$ cat src/rtl/pp_accumulator.sv
// Aligns {denorm_pp, exp} partial products to fixed point and accumulates a dot-product.
// Optional feature: PP_ACC_SATURATE_EN clamps the accumulator on overflow instead of wrapping.
module pp_accumulator #(
    parameter int unsigned ACC_W     = 48,
    parameter int unsigned MAX_TERMS = 64,
    parameter int unsigned CNT_W     = 7
) (
    input  logic             clk,
    input  logic             rst,
    input  logic             pp_valid,
    output logic             pp_ready,
    input  logic [3:0]       denorm_pp,
    input  logic [5:0]       exp,
    input  logic             pp_last,
    output logic             out_valid,
    input  logic             out_ready,
    output logic [ACC_W-1:0] acc_out,
    output logic [CNT_W-1:0] term_cnt,
    output logic             ovf
);

    localparam int unsigned TERM_W = 66;

    typedef enum logic [1:0] {
        ST_ACCUM = 2'd0,
        ST_DRAIN = 2'd1,
        ST_DONE  = 2'd2
    } state_t;

    state_t            r_state;
    state_t            w_state_nx;
    logic              r_pp_ready;
    logic              w_ready_nx;
    logic              r_out_valid;
    logic              w_valid_nx;
    logic              w_clear;

    logic              r_s1_valid;
    logic [ACC_W-1:0]  r_s1_term;
    logic              r_s1_aovf;
    logic [ACC_W-1:0]  r_acc;
    logic [CNT_W-1:0]  r_term_cnt;
    logic              r_ovf;

    logic              w_accept;
    logic [2:0]        w_mag;
    logic [TERM_W-1:0] w_shift;
    logic [ACC_W-1:0]  w_low;
    logic              w_neg;
    logic              w_aovf;
    logic [ACC_W-1:0]  w_term;
    logic [ACC_W-1:0]  w_sum;
    logic              w_sovf;
    logic              w_at_max;

    assign w_accept = pp_valid && r_pp_ready;
    assign w_at_max = (r_term_cnt == CNT_W'(MAX_TERMS - 1));

    // Stage 1 alignment: shift full width so oversized terms can be detected
    assign w_mag   = denorm_pp[2:0];
    assign w_shift = TERM_W'(w_mag) << exp;
    assign w_low   = w_shift[ACC_W-1:0];
    assign w_aovf  = |w_shift[TERM_W-1:ACC_W-1];
    assign w_neg   = denorm_pp[3] && (w_mag != 3'd0);
    assign w_term  = w_neg ? (-w_low) : w_low;

    assign w_sum  = r_acc + r_s1_term;
    assign w_sovf = (r_acc[ACC_W-1] == r_s1_term[ACC_W-1]) && (w_sum[ACC_W-1] != r_acc[ACC_W-1]);

`ifdef PP_ACC_SATURATE_EN
    localparam logic [ACC_W-1:0] ACC_MAX = {1'b0, {(ACC_W-1){1'b1}}};
    localparam logic [ACC_W-1:0] ACC_MIN = {1'b1, {(ACC_W-1){1'b0}}};
    // True sign of the term; the truncated s1_term sign is meaningless on align overflow
    logic r_s1_neg;
    always_ff @(posedge clk) begin
        if (rst) r_s1_neg <= 1'b0;
        else if (w_accept) r_s1_neg <= w_neg;
    end
`endif

    always_ff @(posedge clk) begin
        if (rst) begin
            r_s1_valid <= 1'b0;
            r_s1_term  <= '0;
            r_s1_aovf  <= 1'b0;
        end else begin
            r_s1_valid <= w_accept;
            if (w_accept) begin
                r_s1_term <= w_term;
                r_s1_aovf <= w_aovf;
            end
        end
    end

    // Stage 2 accumulate plus term counting at the handshake
    always_ff @(posedge clk) begin
        if (rst) begin
            r_acc      <= '0;
            r_ovf      <= 1'b0;
            r_term_cnt <= '0;
        end else begin
            if (w_clear) begin
                r_acc <= '0;
                r_ovf <= 1'b0;
            end else if (r_s1_valid) begin
`ifdef PP_ACC_SATURATE_EN
                if (w_sovf || r_s1_aovf) r_acc <= r_s1_neg ? ACC_MIN : ACC_MAX;
                else r_acc <= w_sum;
`else
                r_acc <= w_sum;
`endif
                if (w_sovf || r_s1_aovf) r_ovf <= 1'b1;
            end
            if (w_clear) r_term_cnt <= '0;
            else if (w_accept) r_term_cnt <= r_term_cnt + CNT_W'(1);
        end
    end

    always_ff @(posedge clk) begin
        if (rst) begin
            r_state     <= ST_ACCUM;
            r_pp_ready  <= 1'b1;
            r_out_valid <= 1'b0;
        end else begin
            r_state     <= w_state_nx;
            r_pp_ready  <= w_ready_nx;
            r_out_valid <= w_valid_nx;
        end
    end

    always_comb begin
        w_state_nx = r_state;
        w_ready_nx = r_pp_ready;
        w_valid_nx = r_out_valid;
        w_clear    = 1'b0;
        unique case (r_state)
            ST_ACCUM: begin
                if (w_accept && (pp_last || w_at_max)) begin
                    w_state_nx = ST_DRAIN;
                    w_ready_nx = 1'b0;
                end
            end
            ST_DRAIN: begin
                // Last term sits in stage 1 for one cycle before reaching the accumulator
                if (!r_s1_valid) begin
                    w_state_nx = ST_DONE;
                    w_valid_nx = 1'b1;
                end
            end
            ST_DONE: begin
                if (out_ready) begin
                    w_state_nx = ST_ACCUM;
                    w_ready_nx = 1'b1;
                    w_valid_nx = 1'b0;
                    w_clear    = 1'b1;
                end
            end
            default: begin
                w_state_nx = ST_ACCUM;
                w_ready_nx = 1'b1;
                w_valid_nx = 1'b0;
            end
        endcase
    end

    assign pp_ready  = r_pp_ready;
    assign out_valid = r_out_valid;
    assign acc_out   = r_acc;
    assign term_cnt  = r_term_cnt;
    assign ovf       = r_ovf;

endmodule
$ cat config.mk
export PLATFORM = sky130hd
export DESIGN_NAME = pp_accumulator
export DESIGN_NICKNAME = d
export VERILOG_FILES = /design/src/rtl/pp_accumulator.sv
export SDC_FILE = /design/constraint.sdc
export NUM_CORES = 1
export LEC_CHECK = 0
export ABC_AREA = 1
export CAP_MARGIN = 20
export CORE_ASPECT_RATIO = 0.75
export CORE_MARGIN = 2
export CORE_UTILIZATION = 35
export CTS_CLUSTER_DIAMETER = 40
export DETAILED_ROUTE_END_ITERATION = 6
export PLACE_DENSITY_LB_ADDON = 0.2
export SLEW_MARGIN = 20
export SYNTH_ARGS = -nofsm -noshare
export SYNTH_HDL_FRONTEND = slang
export SYNTH_SLANG_ARGS = --single-unit
$ cat constraint.sdc
create_clock -name clk -period 3.3 [get_ports clk]
set_input_delay 0.66 -clock clk [delete_from_list [all_inputs] [get_ports clk]]
set_output_delay 0.66 -clock clk [all_outputs]
set_load 0.05 [all_outputs]
Layout detail:
Region (132, 22) to (162, 52) um. Cells in gray, sequential cells in the stronger gray; small squares are vias.
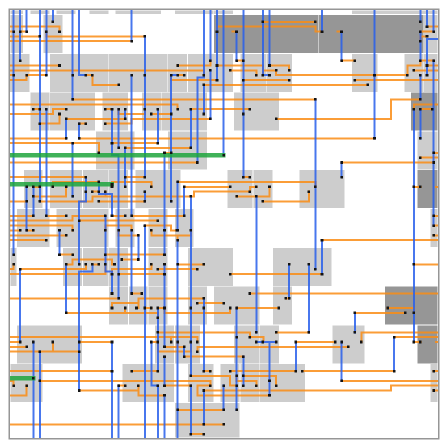
color	layer
green	M3
blue	M2
orange	M1
cells with their middle in the window	61
sequential cells in the window	3
most frequent	nand2_1 (15), nor2_1 (6), xnor2_1 (5)
netlist names of flops here include	r_s1_term (3)

Clock routing:
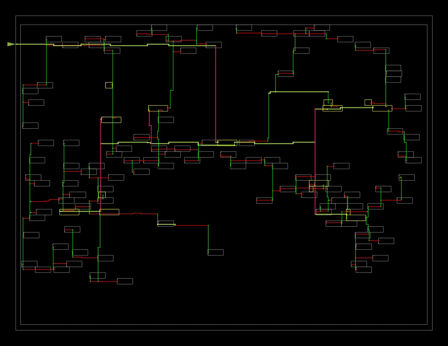
clock-net power: 1.07 mW
# clk buffers: 9
Inserted Clock Buffers: 9
clk sinks: 110

Sequential cells grouped by signal name:
The bar under the picture is 50 um long. Other sequential cells in the stronger gray, the rest of the logic in the fainter gray.
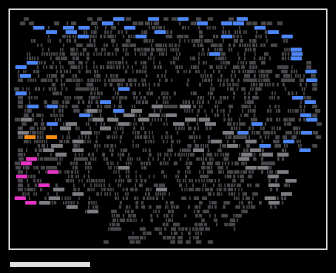
color	name in the netlist	flops
orange	r_state	2
magenta	term_cnt	7
blue	acc_out	48
not colored	53
end-of-flow core utilization: 0.415
sequential share of cell area: 0.196
Reg area: 0.00220 mm2

==> results.json <==
{
  "status": "complete, no violations",
  "path_cells": "clkdlybuf4s50_1 > inv_2 > nand2_2 > nand3_1 > nand3_2 > nor2_1 > nand3_2 > nand2_1 > nor2_1 > nand2_1 > o21ai_4 > nand2_2 > nand2_1 > nand2_1 > o21ai_1 > inv_1",
  "critPathMostFrequentCell": "nand2_1",
  "finalCritPeriodShare": 0.909,
  "ys_types": 48,
  "synthAdderAreaFrac": 0.0650,
  "clock_area_frac": 0.0242,
  "rr_worst_depth": 16,
  "tool_warnings": 28,
  "p_comb_frac": 0.493,
  "ys_area_mm2": 0.00973,
  "top_area_cell": "dfxtp_1",
  "p_leak_nw": 5.71,
  "slew_headroom": 0.438,
  "largestClassByArea": "logic gates",
  "final_area_mm2": 0.0113,
  "dp_slack_ns": 0.0130,
  "routedWlPerCell_um": 16.6,
  "nFillCells": 2995,
  "grt_max_degree": 103,
  "hold_end": "ovf$_SDFFE_PP0P_",
  "worstSetupStartpoint": "exp[0]",
  "seq_power_share": 0.321,
  "num_rows": 52,
  "setup_viol": 0,
  "busiest_layer": "met1",
  "muxShareOfSynthArea": 0
}
Clock network drawn from the DEF:
The bar under the picture is 50 um long.
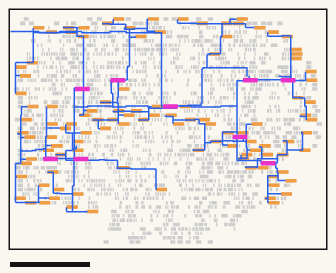
[magenta] clock-net drivers | count: 9
[blue] clock wires | length: 1710 um
[orange] flip-flops | count: 110
flops lie	all over the die
routed clock nets	10
Final Skew: 0.0136 ns
clk_lat worst skew: 0.37 ns
part of the power in the clock network: 0.186

Sizing map:
The bar under the picture is 50 um long.
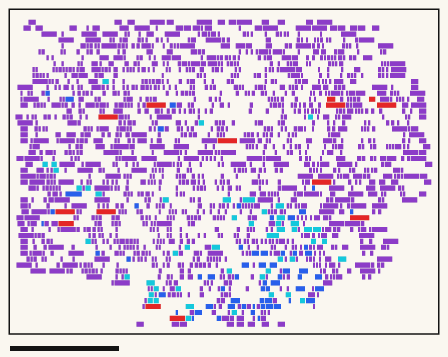
color	size	cells	share
red	x6 and larger	14	0.82%
purple	x1 and smaller	1574	93%
cyan	x3 and x4	49	2.9%
blue	x2	60	3.5%

Power is estimated from default activity; no workload was simulated.
